Figure 1. Metal layers overlaid (run 1).
Scale bar: 50 um. Only two layers are drawn.
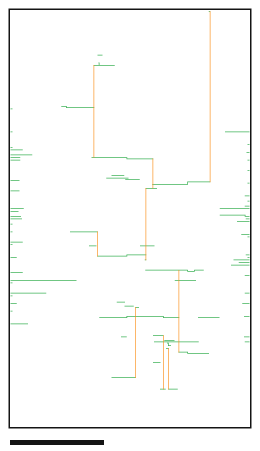
Figure 2. Floorplan with the power grid (run 1).
Scale bar: 50 um. Pins as bars on the die edge. Tap cells in grey.
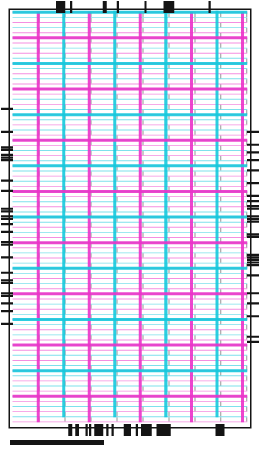
Figure 3. Routed clock nets over the placement (run 1).
Scale bar: 50 um.
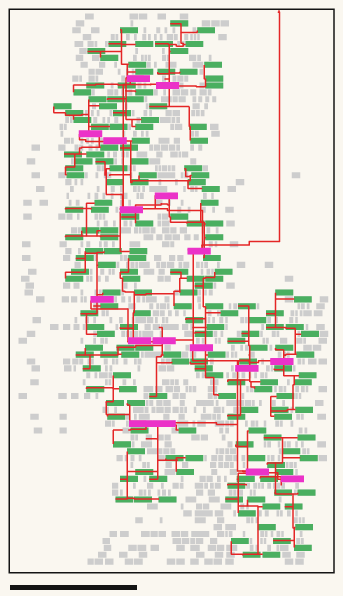
<file path="config.mk">
export PLATFORM = sky130hd
export DESIGN_NAME = pipe_tree_cla_adder
export DESIGN_NICKNAME = d
export VERILOG_FILES = /design/src/rtl/pipe_tree_cla_adder.sv
export SDC_FILE = /design/constraint.sdc
export NUM_CORES = 1
export LEC_CHECK = 0
export CAP_MARGIN = 20
export CORE_ASPECT_RATIO = 1.75
export CORE_UTILIZATION = 30
export CTS_BUF_LIST = sky130_fd_sc_hd__clkbuf_16
export CTS_CLUSTER_DIAMETER = 100
export DETAILED_ROUTE_END_ITERATION = 12
export SLEW_MARGIN = 30
export SYNTH_ARGS = -nofsm -noshare
export SYNTH_HDL_FRONTEND = slang
export SYNTH_SLANG_ARGS = --single-unit
</file>
<file path="constraint.sdc">
create_clock -name clk -period 5.8 [get_ports clk]
set_input_delay 1.16 -clock clk [delete_from_list [all_inputs] [get_ports clk]]
set_output_delay 1.16 -clock clk [all_outputs]
set_load 0.01 [all_outputs]
</file>
<file path="src/rtl/pipe_tree_cla_adder.sv">
// rtl/pipe_tree_cla_adder.sv - pipelined segmented tree carry-lookahead adder/subtractor
//
// Purpose:
//   Adds (or subtracts) two WIDTH-bit operands, resolving one SEG_W-bit segment per
//   pipeline stage. Each segment is a Kogge-Stone style parallel-prefix adder built from
//   A cells (black: merge generate and propagate) and B cells (gray: merge generate only).
//   The carry between segments is registered, so the critical path is one segment tree.
//   Upper operand segments ride along in skew registers. Lower result segments ride along
//   in deskew registers, so the result leaves fully aligned after NSEG = WIDTH/SEG_W cycles.
//   A single global stall (adv) freezes the whole pipe under output backpressure.
//
// Configuration macro:
//   CLA_SAT_EN - when defined, the final stage clamps the signed result on overflow
//                (0x7FF..F on positive overflow, 0x800..0 on negative overflow).
//
// Ports:
//   clk       in   1      rising-edge clock
//   rst       in   1      synchronous active-high reset
//   in_valid  in   1      operand beat valid
//   in_ready  out  1      beat accepted this cycle when in_valid is also high
//   a, b      in   WIDTH  operands
//   cin       in   1      carry-in (ignored when sub=1)
//   sub       in   1      1: a - b computed as a + ~b + 1
//   out_valid out  1      result beat valid
//   out_ready in   1      downstream accepts the result
//   sum       out  WIDTH  result
//   cout      out  1      carry out of the MSB (inverted borrow when sub=1)
//   ovf       out  1      signed overflow

module pipe_tree_cla_adder #(
    parameter int WIDTH = 32,
    parameter int SEG_W = 8
) (
    input  logic             clk,
    input  logic             rst,
    input  logic             in_valid,
    output logic             in_ready,
    input  logic [WIDTH-1:0] a,
    input  logic [WIDTH-1:0] b,
    input  logic             cin,
    input  logic             sub,
    output logic             out_valid,
    input  logic             out_ready,
    output logic [WIDTH-1:0] sum,
    output logic             cout,
    output logic             ovf
);

    localparam int NSEG = WIDTH / SEG_W;

    // A cell: full generate/propagate merge of a high group with the adjacent low group.
    function automatic logic [1:0] gp_cell_a(input logic g_hi, input logic p_hi,
                                             input logic g_lo, input logic p_lo);
        return {g_hi | (p_hi & g_lo), p_hi & p_lo};
    endfunction

    // B cell: generate-only merge, used once the low group already reaches bit 0
    // (its generate is then the final carry and the group propagate is never needed).
    function automatic logic gp_cell_b(input logic g_hi, input logic p_hi,
                                       input logic g_lo);
        return g_hi | (p_hi & g_lo);
    endfunction

    // One segment tree: returns {carry_out, sum[SEG_W-1:0]}.
    // The carry-in is folded into bit 0's generate so every prefix G[i] is the
    // carry out of bit i directly.
    function automatic logic [SEG_W:0] seg_cla(input logic [SEG_W-1:0] x,
                                               input logic [SEG_W-1:0] y,
                                               input logic             c0);
        logic [SEG_W-1:0] p;
        logic [SEG_W-1:0] gg;
        logic [SEG_W-1:0] pp;
        logic [SEG_W-1:0] g_nxt;
        logic [SEG_W-1:0] p_nxt;
        logic [SEG_W-1:0] cvec;
        logic [1:0]       gp;
        p     = x ^ y;
        gg    = x & y;
        gg[0] = gg[0] | (p[0] & c0);
        pp    = p;
        for (int d = 1; d < SEG_W; d = d * 2) begin
            g_nxt = gg;
            p_nxt = pp;
            for (int i = d; i < SEG_W; i++) begin
                if (i < 2 * d) begin
                    g_nxt[i] = gp_cell_b(gg[i], pp[i], gg[i-d]);
                end else begin
                    gp       = gp_cell_a(gg[i], pp[i], gg[i-d], pp[i-d]);
                    g_nxt[i] = gp[1];
                    p_nxt[i] = gp[0];
                end
            end
            gg = g_nxt;
            pp = p_nxt;
        end
        cvec[0] = c0;
        for (int i = 1; i < SEG_W; i++) begin
            cvec[i] = gg[i-1];
        end
        return {gg[SEG_W-1], p ^ cvec};
    endfunction

    // Stage k registers: valid, carry out of segment k, skewed operands (b already
    // conditioned for subtraction) and the deskewed result with segments 0..k filled.
    logic [NSEG-1:0]  vld_q, vld_d;
    logic [NSEG-1:0]  cy_q, cy_d;
    logic [WIDTH-1:0] opa_q [NSEG];
    logic [WIDTH-1:0] opa_d [NSEG];
    logic [WIDTH-1:0] opb_q [NSEG];
    logic [WIDTH-1:0] opb_d [NSEG];
    logic [WIDTH-1:0] res_q [NSEG];
    logic [WIDTH-1:0] res_d [NSEG];
    logic             ovf_q, ovf_d;
    logic             adv;

    // Global stall: the whole pipe moves only when the output slot is free or draining.
    assign adv       = !vld_q[NSEG-1] || out_ready;
    assign in_ready  = adv;
    assign out_valid = vld_q[NSEG-1];
    assign sum       = res_q[NSEG-1];
    assign cout      = cy_q[NSEG-1];
    assign ovf       = ovf_q;

    always_comb begin
        logic [WIDTH-1:0] a_src;
        logic [WIDTH-1:0] b_src;
        logic [WIDTH-1:0] r_src;
        logic             c_src;
        logic             v_src;
        logic [SEG_W:0]   seg;
        int               km1;

        a_src = '0;
        b_src = '0;
        r_src = '0;
        c_src = 1'b0;
        v_src = 1'b0;
        seg   = '0;
        km1   = 0;
        vld_d = vld_q;
        cy_d  = cy_q;
        ovf_d = ovf_q;
        for (int k = 0; k < NSEG; k++) begin
            opa_d[k] = opa_q[k];
            opb_d[k] = opb_q[k];
            res_d[k] = res_q[k];
        end

        if (adv) begin
            for (int k = 0; k < NSEG; k++) begin
                km1 = (k == 0) ? 0 : k - 1;
                if (k == 0) begin
                    a_src = a;
                    b_src = sub ? ~b : b;
                    c_src = sub | cin;
                    r_src = '0;
                    v_src = in_valid;
                end else begin
                    a_src = opa_q[km1];
                    b_src = opb_q[km1];
                    c_src = cy_q[km1];
                    r_src = res_q[km1];
                    v_src = vld_q[km1];
                end

                seg = seg_cla(a_src[k*SEG_W +: SEG_W], b_src[k*SEG_W +: SEG_W], c_src);
                r_src[k*SEG_W +: SEG_W] = seg[SEG_W-1:0];
                cy_d[k]  = seg[SEG_W];
                vld_d[k] = v_src;

                if (k == NSEG - 1) begin
                    // Last stage: operands are no longer needed downstream.
                    opa_d[k] = '0;
                    opb_d[k] = '0;
                    ovf_d    = (a_src[WIDTH-1] == b_src[WIDTH-1]) &&
                               (r_src[WIDTH-1] != a_src[WIDTH-1]);
`ifdef CLA_SAT_EN
                    // Overflow direction follows the operand sign: both positive
                    // clamps to max positive, both negative to min negative.
                    if (ovf_d) begin
                        r_src = a_src[WIDTH-1] ? {1'b1, {(WIDTH-1){1'b0}}}
                                               : {1'b0, {(WIDTH-1){1'b1}}};
                    end
`endif
                end else begin
                    opa_d[k] = a_src;
                    opb_d[k] = b_src;
                end
                res_d[k] = r_src;
            end
        end
    end

    always_ff @(posedge clk) begin
        if (rst) begin
            vld_q <= '0;
            cy_q  <= '0;
            ovf_q <= 1'b0;
            for (int k = 0; k < NSEG; k++) begin
                opa_q[k] <= '0;
                opb_q[k] <= '0;
                res_q[k] <= '0;
            end
        end else begin
            vld_q <= vld_d;
            cy_q  <= cy_d;
            ovf_q <= ovf_d;
            for (int k = 0; k < NSEG; k++) begin
                opa_q[k] <= opa_d[k];
                opb_q[k] <= opb_d[k];
                res_q[k] <= res_d[k];
            end
        end
    end

endmodule
</file>
==> run summary, run 1 <==
Implementation summary

In this run the VDD rail shows a maximum IR drop of 0.2020 mV. The placement report lists the number of port buffers as 105. In this run the top signal layer used is met4. The beginning of the worst hold path is res_q[0][101]. In this run the mean area of a mapped cell was 8.236 sq um. Setup repair after global routing left no endpoint under its margin. For this run, the leading register cell type out of synthesis is sky130_fd_sc_hd__dfxtp_1. The library cells used most frequently in the layout, excluding fill and tap cells, are 268 x sky130_fd_sc_hd__nand2_1, 185 x sky130_fd_sc_hd__dfxtp_1, 141 x sky130_fd_sc_hd__a21oi_1. The power after layout is 2.769 mW. Post-CTS repair changed the size of 0 cells. The die height is 221.5 um. In the finished design, the share of the clock period the worst path needs comes to 0.6960. The HPWL after detailed placement is 12000 um. Counting flops per register, the top entry is res_q. For this run, global-route usage on met3 was measured as 0.02823.

The utilization after layout is 0.3613. The netlist uses 46 different library cells. The mux share of post-synthesis cell area is 0.

Entering global routing, the biggest net connects 101 pins. The post-synth count of flops with an enable pin is 0. In this run the register-to-register setup slack is 3.38 ns. Grouping non-sequential cells by family puts the most area in AND-OR/OR-AND gates.

The tool warning count for the run is 28. The share of the core area taken by cells at floorplan is 0.3045. The wire length on met3 is 622 um. The final-report max-slew violation count is 0. The count of mapped cells out of synthesis is 1003. The wire length on met1 is 8196 um. The reported max-cap violation count is 0. The run finished with clean final reports. The data required time of the critical path is 4.64 ns. The global-route congestion overflow total is 0. Per the timing report, the most critical flop-to-flop path originates at vld_q[3].

The most crowded layer after global routing is met2. Listed in order, past its start point the critical path passes clkdlybuf4s50_1, and2b_4, inv_6, clkdlybuf4s50_1. The number of CTS-inserted buffers is 17. Logic depth along the worst register-to-register path is recorded as 6.

At the pin with the least slew margin, the transition time is 0.9162 ns. Counting tap cells, the placed design contains a total of 1380 instances. The via total after detailed routing is 6538. The final timing report derives a shortest allowable period of 4.037 ns. The final sum of negative setup slack is 0 ns.

The data arrival time of the critical path is 2.88 ns. After the first detailed-routing iteration, the DRC count stood at 413. During I/O placement, the number of pins put on the boundary was 106. Dividing the detail-routed via count by the number of cells gives 4.630. Of the total synthesized cell area, the portion taken by AND, OR, NAND and NOR gates is 0.1871.

The most used cell along the critical path is sky130_fd_sc_hd__clkdlybuf4s50_1. The antenna diode count is 0. CTS saw 185 sinks. The number of global-route vias before repair is 6210. The yosys cell count is 1003.

For the worst reg-to-reg path, the endpoint reported by OpenROAD is res_q[0][86]. The report lists the power per cell area as 282.6 mW/mm^2. In the final report, the number of endpoints failing setup comes to 0.

The die is 127.4 um wide. Summed over all nets, wire length on met2 after detailed routing comes to 8598 um. The worst hold path endpoint is res_q[0][101]. The first global-routing pass estimated 29980 um of wire. The worst-case max-slew headroom was logged as 0.3892. Once placement finished, the instance area stood at 0.009264 sq mm. Counting instances, the worst hold path has a depth of 2. The initialized floorplan defines 80 standard-cell rows. The total setup buffers inserted after CTS is 0. The largest registers in the layout are res_q: 80 flops, opa_q: 48 flops, opb_q: 48 flops. The area growth from synthesis to layout is 18.63%. The highest achievable clock rate is 0.2477 GHz.

The global-route track usage on met1 is 0.1646. The clock-pin slew reported for the worst setup and hold paths after clock tree synthesis is 0.07 ns. The type of the tightest min-delay check is flip-flop to flip-flop. The die covers 0.02823 sq mm. The startpoint kind of the worst setup timing path is an input port. The hold buffer count at CTS is 0. For this run, the number of Yosys warnings is 0. Nets still carrying antenna violations after routing amount to 0. Logged for this run, the post-placement worst setup slack is 1.670 ns. The final setup slack of the worst path is 1.763 ns. OpenSTA lists the critical path startpoint as out_ready. The delay of the slowest critical-path stage is 0.65 ns. The power report puts the leakage power at 3.653 nW. The worst setup path is of the input port to primary output kind. According to the floorplan report, the placeable core area is 0.02713 sq mm. The first-pass iteration count of the detailed router is 4. The critical path's slowest stage uses the library cell sky130_fd_sc_hd__clkdlybuf4s50_1.

The post-synthesis share of cell area spent on xor and xnor gates is 0.03711. The clock root buffer master is sky130_fd_sc_hd__clkbuf_16. The global-route track usage on met2 is 0.2170. The synthesized netlist occupies a cell area of 0.008260 sq mm. The flip-flop and latch count after synthesis is 185. Of the cells placed in the final design, the portion with a size suffix greater than 1 is 0.04506. Endpoints failing hold in the final report were tallied at 0. The most frequent logic cell in the layout is sky130_fd_sc_hd__nand2_1. Looking at the clock tree report, the maximum root-to-sink buffer count equals 2. The number of antenna violations at the first check in global routing is 0. The finished cells cover 0.009799 sq mm. Per the synthesis report, the adder-cell share of the synthesized area is 0.06180. The share of synthesized area occupied by flip-flops and latches is 0.4483.

The highest fanout seen on the critical path is 79. TritonCTS built the clock tree. For this run, asynchronously set or reset flops after synthesis account for 0. The post-synth net total is 1109. The post-synth area from yosys stat is 0.008260 sq mm.

The tally of non-filler cells in the final layout is 1412. According to the finish report, the design has a final net count of 1136. STA classifies the critical path endpoint as a primary output. The flip-flop count of the largest register after layout is 80. The worst hold slack after final layout is 0.4475 ns.

The area share of and-or/or-and cells after synthesis is 0.1922. The H-tree was split into 4 levels. The final weighted congestion recorded by global placement is 0.7757. In this run the worst setup path terminates at in_ready.

The DRC violations left is 0.
About Figure 1:
metal 3 -> green  # wire length 622 um
metal 4 -> orange  # wire length 337 um
Total Routing Usage GR: 0.1312
post-DR wirelength/cell: 12.57 um
post-detailed-routing wire length: 17750 um

About Figure 2:
VDD -> cyan
VSS -> magenta
met1 rails = 81
met4 straps = 9
met5 straps = 16
rows = 80

About Figure 3:
clock wires -> red  # length 2090 um
flip-flops -> green  # count 185
clock drivers -> magenta  # count 17
routed clock nets = 18
power of the clock network: 1.04 mW
setup clock skew after layout: 0.008097 ns
clock network power share: 0.376
Latency at later pin: 0.43 ns

run 1: power by group:
part           leakage [nW]  switching [mW]  internal [mW]
Sequential             1.52          0.0439           1.35
Clock                 0.260           0.495          0.546
Combinational          1.87           0.165          0.165
Total                  3.65           0.704           2.07
run 1: logic make-up (layout without fill, tap and decap cells):
family | count (synthesis) | in the layout
AND/OR/NAND/NOR | 371 | 371
AND-OR/OR-AND | 259 | 259
flip-flops | 185 | 185
buffers and inverters | 117 | 157
adder cells (fa/ha/maj) | 36 | 36
XOR/XNOR | 35 | 35
run 1: critical path: cells and delay by family:
| kind | cells | cell delay, ns |
|---|---|---|
| buf+inv | 3 | 1.47 |
| simple gates | 1 | 0.20 |
run 1: layout make-up:
| type | instances | area [sq um] |
|---|---|---|
| fillers | 2869 | 17330 |
| multi-input cells | 701 | 3953 |
| flip-flops and latches | 185 | 3704 |
| repair buffers | 110 | 1091 |
| well taps | 369 | 461.7 |
| clock buffers | 17 | 425.4 |
| clock inverters | 15 | 103.9 |
| inverters | 15 | 61.31 |
run 1: synthesized netlist by cell type, drive strengths merged, types with 4 or more instances:
master | count | area, sq um
inv | 15 | 56.30
xor2 | 10 | 87.58
clkbuf | 30 | 112.6
o31a | 6 | 52.55
nand3 | 21 | 105.1
nor4b | 6 | 52.55
o211ai | 12 | 90.09
nor3 | 15 | 75.07
o21ai | 16 | 80.08
dfxtp | 185 | 3704
nor2 | 37 | 138.9
a31oi | 6 | 37.54
o311ai | 4 | 35.03
ha | 28 | 350.3
o21a | 14 | 105.1
xnor2 | 25 | 219.0
or3 | 4 | 25.02
buf | 72 | 437.9
a211oi | 36 | 270.3
nand4b | 5 | 43.79
fa | 8 | 160.2
nand2 | 268 | 1006
a21oi | 141 | 705.7
a21o | 6 | 45.04
==> inputs of run 2 (changes only) <==
==> constraint.sdc (replaced) <==
create_clock -name clk -period 3.75 [get_ports clk]
set_input_delay 0.75 -clock clk [delete_from_list [all_inputs] [get_ports clk]]
set_output_delay 0.75 -clock clk [all_outputs]
set_load 0.01 [all_outputs]
==> run summary, run 2 <==
Implementation summary

The warning total across the stage logs is 32. The timing report gives the clock slew at the launch and capture registers of the worst setup and hold paths as 0.07 ns. Summed over all layers, the routed wires come to 18530 um. The proportion of register bits with asynchronous set or reset after synthesis is 0.

The startpoint identified for the worst hold timing path is res_q[0][67]. The power report attributes to the combinational group a share of 0.112. Dividing the detail-routed via count by the number of cells gives 4.653.

The final weighted congestion recorded by global placement is 0.7646. The number of violations reported at the end of detailed-routing iteration 0 is 474. The total setup buffers inserted after CTS is 0. The final sum of negative setup slack is 0 ns. The flip-flop and latch count after synthesis is 185. The register with the most flip-flops in the final layout is res_q. Looking at the group totals, the largest power group turns out to be registers. The mux share of post-synthesis cell area is 0. The share of synthesized area occupied by flip-flops and latches is 0.4483. The via total after detailed routing is 6574. The area growth from synthesis to layout is 20.36%. Of all cell types, the one taking the most synthesized area is sky130_fd_sc_hd__dfxtp_1. The synthesized design contains 0 enable-type register cells. For the sequential group, total power comes out at 2.16 mW.

For this run, the top clock speed supported by timing is 0.3401 GHz. The delay of the slowest critical-path stage is 0.48 ns. By count the netlist is led by 268 x sky130_fd_sc_hd__nand2_1, 185 x sky130_fd_sc_hd__dfxtp_1, 141 x sky130_fd_sc_hd__a21oi_1, 38 x sky130_fd_sc_hd__buf_2, 37 x sky130_fd_sc_hd__nor2_1. The filler cell count is 2828.

At the worst endpoint, the arrival time is 3.33 ns. The net count reported at finish is 1136. The first-pass iteration count of the detailed router is 4. The share of synthesized area in the top cell type comes to 0.4483.

In the placement report, post-DP HPWL is listed as 11850 um. In the synthesized netlist, the number of instances is 1003. The maximum level of the CTS H-tree is 4. The critical path startpoint is cin. The final timing report counts setup violations totalling 0. The reported max-cap violation count is 0. In this run, the synthesized area fraction spent on and/or/nand/nor cells is recorded as 0.1871.

The tally of non-filler cells in the final layout is 1413. The startpoint kind of the worst setup timing path is an input port. Summing all flip-flop and latch instances after layout gives 0.003704 sq mm.

The flow ran to the end, and the final reports show no timing, DRC or antenna violations. Power attributed to combinational cells is 0.519 mW. The CTS tree is done. STA classifies the critical path endpoint as a flip-flop. Measured against its own limit, the worst slew margin works out to 0.4146. The report lists the cells along the critical path as clkdlybuf4s50_1, or2_2, fa_1, fa_1, a211oi_1, o21ai_0, a2111o_1, nand3_1. The remaining number of nets flagged by the antenna check after routing is 0. The post-synth area from yosys stat is 0.008260 sq mm. The number of CTS-inserted buffers is 17. The fraction of the mapped netlist area in adder cells is 0.06180. The count of endpoints failing hold in the final timing report is 0.

The distinct cell type count after synthesis is 46. The DRC violations left is 0. The first global-routing pass estimated 30500 um of wire. The kind of critical path is input port to flip-flop.

The mean cell area of the mapped netlist is 8.236 sq um. The power report puts the net switching power at 1.141 mW. In the final layout, the registers with the most flip-flops are res_q: 80 flops, opa_q: 48 flops, opb_q: 48 flops.

The flow reported a cell area power density of 465.2 mW/mm^2. The reported leakage power is 3.713 nW. The sequential fraction of design power is 0.468. The report lists the number of standard-cell rows as 80. The post-synthesis share of cell area spent on xor and xnor gates is 0.03711. In the final report, the number of pins over their slew limit comes to 0. The utilization after layout is 0.3665. The yosys cell count is 1003. Power comes to 4.625 mW. For this sky-water flow run, the detailed-routed wirelength per cell is reported as 13.11 um. After detailed placement, the design holds a cell count of 1380. The register with the most flip-flops in the layout has 80 of them.
[run 2: cell counts after synthesis]
Identical to the previous run, type by type.
[run 2: cell families (layout without fill, tap and decap cells)]
kind of cell,after synthesis,after routing
XOR/XNOR,35,35
other,0,1
flip-flops,185,185
adder cells (fa/ha/maj),36,36
AND-OR/OR-AND,259,259
AND/OR/NAND/NOR,371,371
buffers and inverters,117,157
[run 2: layer usage]
metal / share of wire / wire, um / vias to the layer above / track usage
met2: 0.46 / 8573 / 115 / 0.2142
met5: 0 / 0 / - / 0
met4: 0.039 / 731 / 0 / 0.09025
li1: - / - / 3450 / -
met1: 0.47 / 8736 / 2968 / 0.1692
met3: 0.026 / 490 / 41 / 0.02389
[run 2: worst paths after layout]
check                                    end  slack [ns]  cells after the start
worst max register to register       cy_q[3]        1.57                      7
worst min-delay path            res_q[0][67]        0.45                      2
worst min register to register  res_q[0][67]        0.45                      2
worst max-delay path             res_q[0][6]        0.81                      8
[run 2: metrics by stage]
stage | cell area, sq um | hold slack [ns] | worst slack (ns)
2_1_floorplan | 8260 | 0.4321 | 0.5607
3_3_place_gp | 9301 | 0.4391 | 0.3747
3_5_place_dp | 9301 | 0.4438 | 0.3472
4_1_cts | 9940 | 0.4529 | 0.8205
5_1_grt | 9942 | 0.4634 | 0.7151
6_report | 9942 | 0.4485 | 0.8100
[run 2: worst max-delay path, delay by kind of cell]
family          cells  cell delay [ns]
compound gates      3             0.92
fa+ha+maj           2             0.92
buf+inv             1             0.39
simple gates        2             0.36
[run 2: cell type report]
class,instances,share of cell area
antenna,1,0.0002517
clock buffer,17,0.04279
clock inverter,15,0.02139
inverter,15,0.006167
multi-input combinational,701,0.3976
sequential,185,0.3725
tap,369,0.04644
timing repair buffer,110,0.1129
Figure 4. Routed clock nets over the placement (run 2).
Scale bar: 50 um.
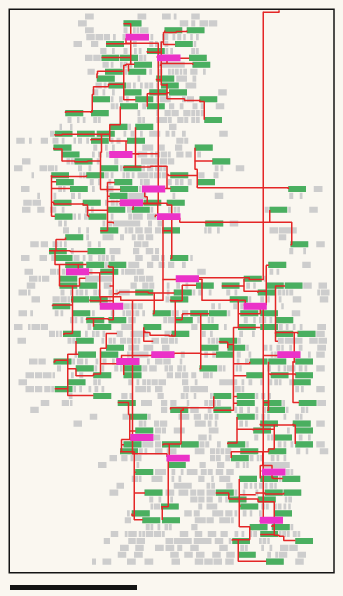
clock wires -> red  # length 2320 um
flip-flops -> green  # count 185
clock drivers -> magenta  # count 17
routed clock nets = 18
clock network power share: 0.420
power of the clock network: 1.94 mW
setup clock skew after layout: 0.006014 ns
Latency at later pin: 0.44 ns

Figure 5. Floorplan with the power grid (run 2).
Scale bar: 50 um. Pins as bars on the die edge. Tap cells in grey.
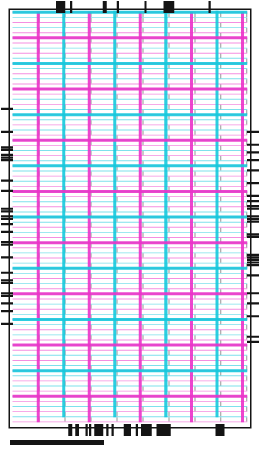
VDD -> cyan
VSS -> magenta
met5 straps = 16
met4 straps = 9
tap cells = 369
rows = 80
worst vdd ir: 0.3618 mV
overall die width: 127.4 um
core area: 0.02713 sq mm
y dimension of the die: 221.5 um

==> inputs of run 3 (changes only) <==
==> constraint.sdc (replaced) <==
create_clock -name clk -period 2.5 [get_ports clk]
set_input_delay 0.5 -clock clk [delete_from_list [all_inputs] [get_ports clk]]
set_output_delay 0.5 -clock clk [all_outputs]
set_load 0.01 [all_outputs]
==> run summary, run 3 <==
Implementation summary

The flow ran to the end, and the final reports show no timing, DRC or antenna violations. Per the synth log, the flip-flop and latch total comes to 185. The routed design shows a wire length per standard cell of 12.78 um. TritonCTS built the clock tree. According to the timing report, the data required time at the worst endpoint equals 2.88 ns.

The maximum number of buffers from clock root to sink is 2. The most frequently used library cell after synthesis is sky130_fd_sc_hd__nand2_1. The warning total across the stage logs is 29. The highest achievable clock rate is 0.4093 GHz. The chip area line in the Yosys stat output reads 0.008260 sq mm. Per the synthesis report, the AND-OR/OR-AND share of the synthesized area is 0.1922. The maximum number of pins on one net before global-route repair is 137. The number of CTS-inserted buffers is 17. The largest family of logic cells by area is AND-OR/OR-AND gates. The number of synthesized flops with an enable pin is 0. The placement summary gives the final routability congestion estimate as 0.8017. The cell with the largest stage delay on the worst path is sky130_fd_sc_hd__fa_2. Once routing completed, OpenROAD measured the worst setup slack at 0.05708 ns. The delay of the slowest critical-path stage is 0.42 ns. Per the run report, area growth between synthesis and finish was 22.36%. The count of instances resized after the clock tree is built is 0.

The reported max-cap violation count is 0. In the synthesized netlist, the number of instances is 1003. The share of the synthesized area in the top cell type is 0.4483. The global-route congestion overflow total is 0. The leading register cell type out of synthesis is sky130_fd_sc_hd__dfxtp_1. The clock-pin slew reported for the worst setup and hold paths after clock tree synthesis is 0.07 ns.

The number of antenna violations at the first check in global routing was 0. The number of violations reported at the end of detailed-routing iteration 0 is 355. Grouping stages by cell kind, the critical path spends the most delay in adder cells.

Once the clock tree was built, the setup fixing pass inserted 0 buffers. The met3 track demand over resource is 0.02606. The reported leakage power is 3.810 nW. The antenna diode count is 0. The post-route fraction of the period consumed by the critical path is 0.9772. The layout report lists the multi-input gate area as 0.003965 sq mm.

The total global-route track usage is 0.1379. From bottom edge to top edge, the die measures 221.5 um. The clock root buffer master is sky130_fd_sc_hd__clkbuf_16. The post-synth net total is 1109. Per the Yosys statistics, synthesis produced 1003 cells.

The most frequent logic cell in the layout is sky130_fd_sc_hd__nand2_1. The cell area power density is 683.7 mW/mm^2. The filler cell count is 2836. The flip-flop count of the largest register after layout is 80. The skew report gives the latency at the later pin of the worst-skew pair as 0.43 ns. After detailed routing, the number of vias per cell comes to 4.616. The total wirelength of the detailed-routed design is 18300 um. Traced cell by cell, the critical path runs through clkdlybuf4s50_1, or2_4, fa_2, fa_2, a211oi_2, o21ai_1, a2111o_1, nand3_1. In the final report, the number of hold violations comes to 0.

The highest fanout seen on the critical path is 3. The global-route track usage on met2 is 0.2279. The placeable core area is 0.02713 sq mm. The script reports the combined buffer and inverter count of the critical path as 1. The die width is 127.4 um. The cell area that synthesis handed to floorplanning was 0.008260 sq mm. Counting distinct cell types in the post-synthesis netlist gives 46. The register with the most flip-flops in the final layout is res_q. The register cell area after layout is 0.003704 sq mm. The cell-mix breakdown from Yosys lists the XOR/XNOR area share as 0.03711. The pin closest to its max-slew limit shows a slew of 0.6921 ns. The worst setup path is launched from an input port. The top cell types in the final layout, fill and taps aside, are 268 x sky130_fd_sc_hd__nand2_1, 185 x sky130_fd_sc_hd__dfxtp_1, 141 x sky130_fd_sc_hd__a21oi_1.

The yosys warning tally is 0. The total die size is 0.02823 sq mm. Per the post-route antenna check, the number of violating nets is 0. The highest supply drop recorded on VDD is 0.5760 mV. The final sum of negative setup slack is 0 ns. The largest registers in the layout are res_q: 80 flops, opa_q: 48 flops, opb_q: 48 flops. The total placed cells including tap cells is 1398. The CTS log lists the clock sinks for this run as 185.

According to the I/O placement log, the pin count is 106. In this run the mean area of a mapped cell was 8.236 sq um. STA classifies the critical path endpoint as a flip-flop.

Summing all multiplexer cells gives an area fraction of 0. The setup violation total in the final timing report is 0. Across the routed clock network, the largest skew measured is 0.01136 ns.

The critical path is of the input port to flip-flop type. Per the synthesis report, the adder-cell share of the synthesized area is 0.06180. Max-slew check failures listed in the final report amount to 0.

The placed standard-cell area is 0.009474 sq mm.
run 3: cell counts after synthesis:
Identical to the previous run, type by type.
run 3: kinds of logic (layout without fill, tap and decap cells):
family / count (synthesis) / count (layout)
adder cells (fa/ha/maj): 36 / 36
AND-OR/OR-AND: 259 / 259
flip-flops: 185 / 185
buffers and inverters: 117 / 176
AND/OR/NAND/NOR: 371 / 371
XOR/XNOR: 35 / 35
run 3: through the flow:
stage	power [mW]	hold slack (ns)
after floorplan	3.825	0.4321
after CTS	7.010	0.3133
after global placement	4.121	0.4374
after global routing	7.251	0.3311
final	6.911	0.3368
after detailed placement	4.136	0.4438
run 3: final cells by class:
type,instances,area share
Clock buffer,17,0.04209
Clock inverter,15,0.01981
Inverter,15,0.006066
Multi-Input combinational cell,701,0.3923
Sequential cell,185,0.3664
Tap cell,369,0.04568
Timing Repair Buffer,129,0.1276
run 3: where the power goes:
part	switching [mW]	internal, mW
sequential	0.101	3.14
clock	1.17	1.68
combinational	0.399	0.424
total	1.67	5.24
run 3: worst paths after layout:
check                              startpoint            end  slack, ns  depth (start not counted)
worst max-delay path                      cin    res_q[0][6]       0.06                          8
worst min-delay path                      rst    opa_q[0][9]       0.34                          2
worst max register to register        cy_q[2]        cy_q[3]       0.37                          7
worst min register to register  res_q[0][120]  res_q[0][120]       0.45                          2
run 3: per-layer routing:
layer  part of all wire  wire length, um  vias up
met5                  0                0        -
met4              0.017              315        0
met3              0.027              495       17
met2               0.49             8972       93
met1               0.47             8512     3006
li1                   -                -     3489
Figure 6. Floorplan with the power grid (run 3).
Scale bar: 50 um. Pins as bars on the die edge. Tap cells in grey.
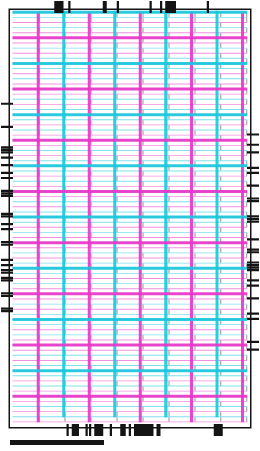
VDD -> cyan
VSS -> magenta
tap cells = 369
rows = 80

Figure 7. Cells coloured by class (run 3).
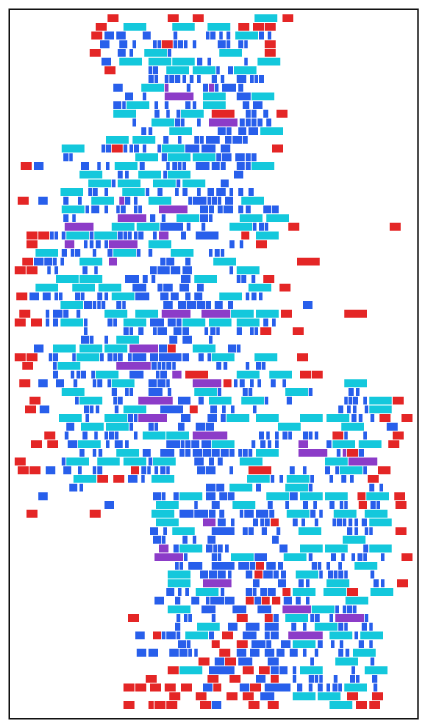
other buffers and delay cells -> red  # cells 129, share of their area 13%
combinational and other logic -> blue  # cells 716, share of their area 42%
clock drivers and dummy loads -> purple  # cells 32, share of their area 6.5%
flops -> cyan  # cells 185, share of their area 38%
site row count: 80
final core occ: 0.3726
final design area excluding fillers: 0.01011 sq mm

No activity file was given, so power comes from the tool's default toggle rates.
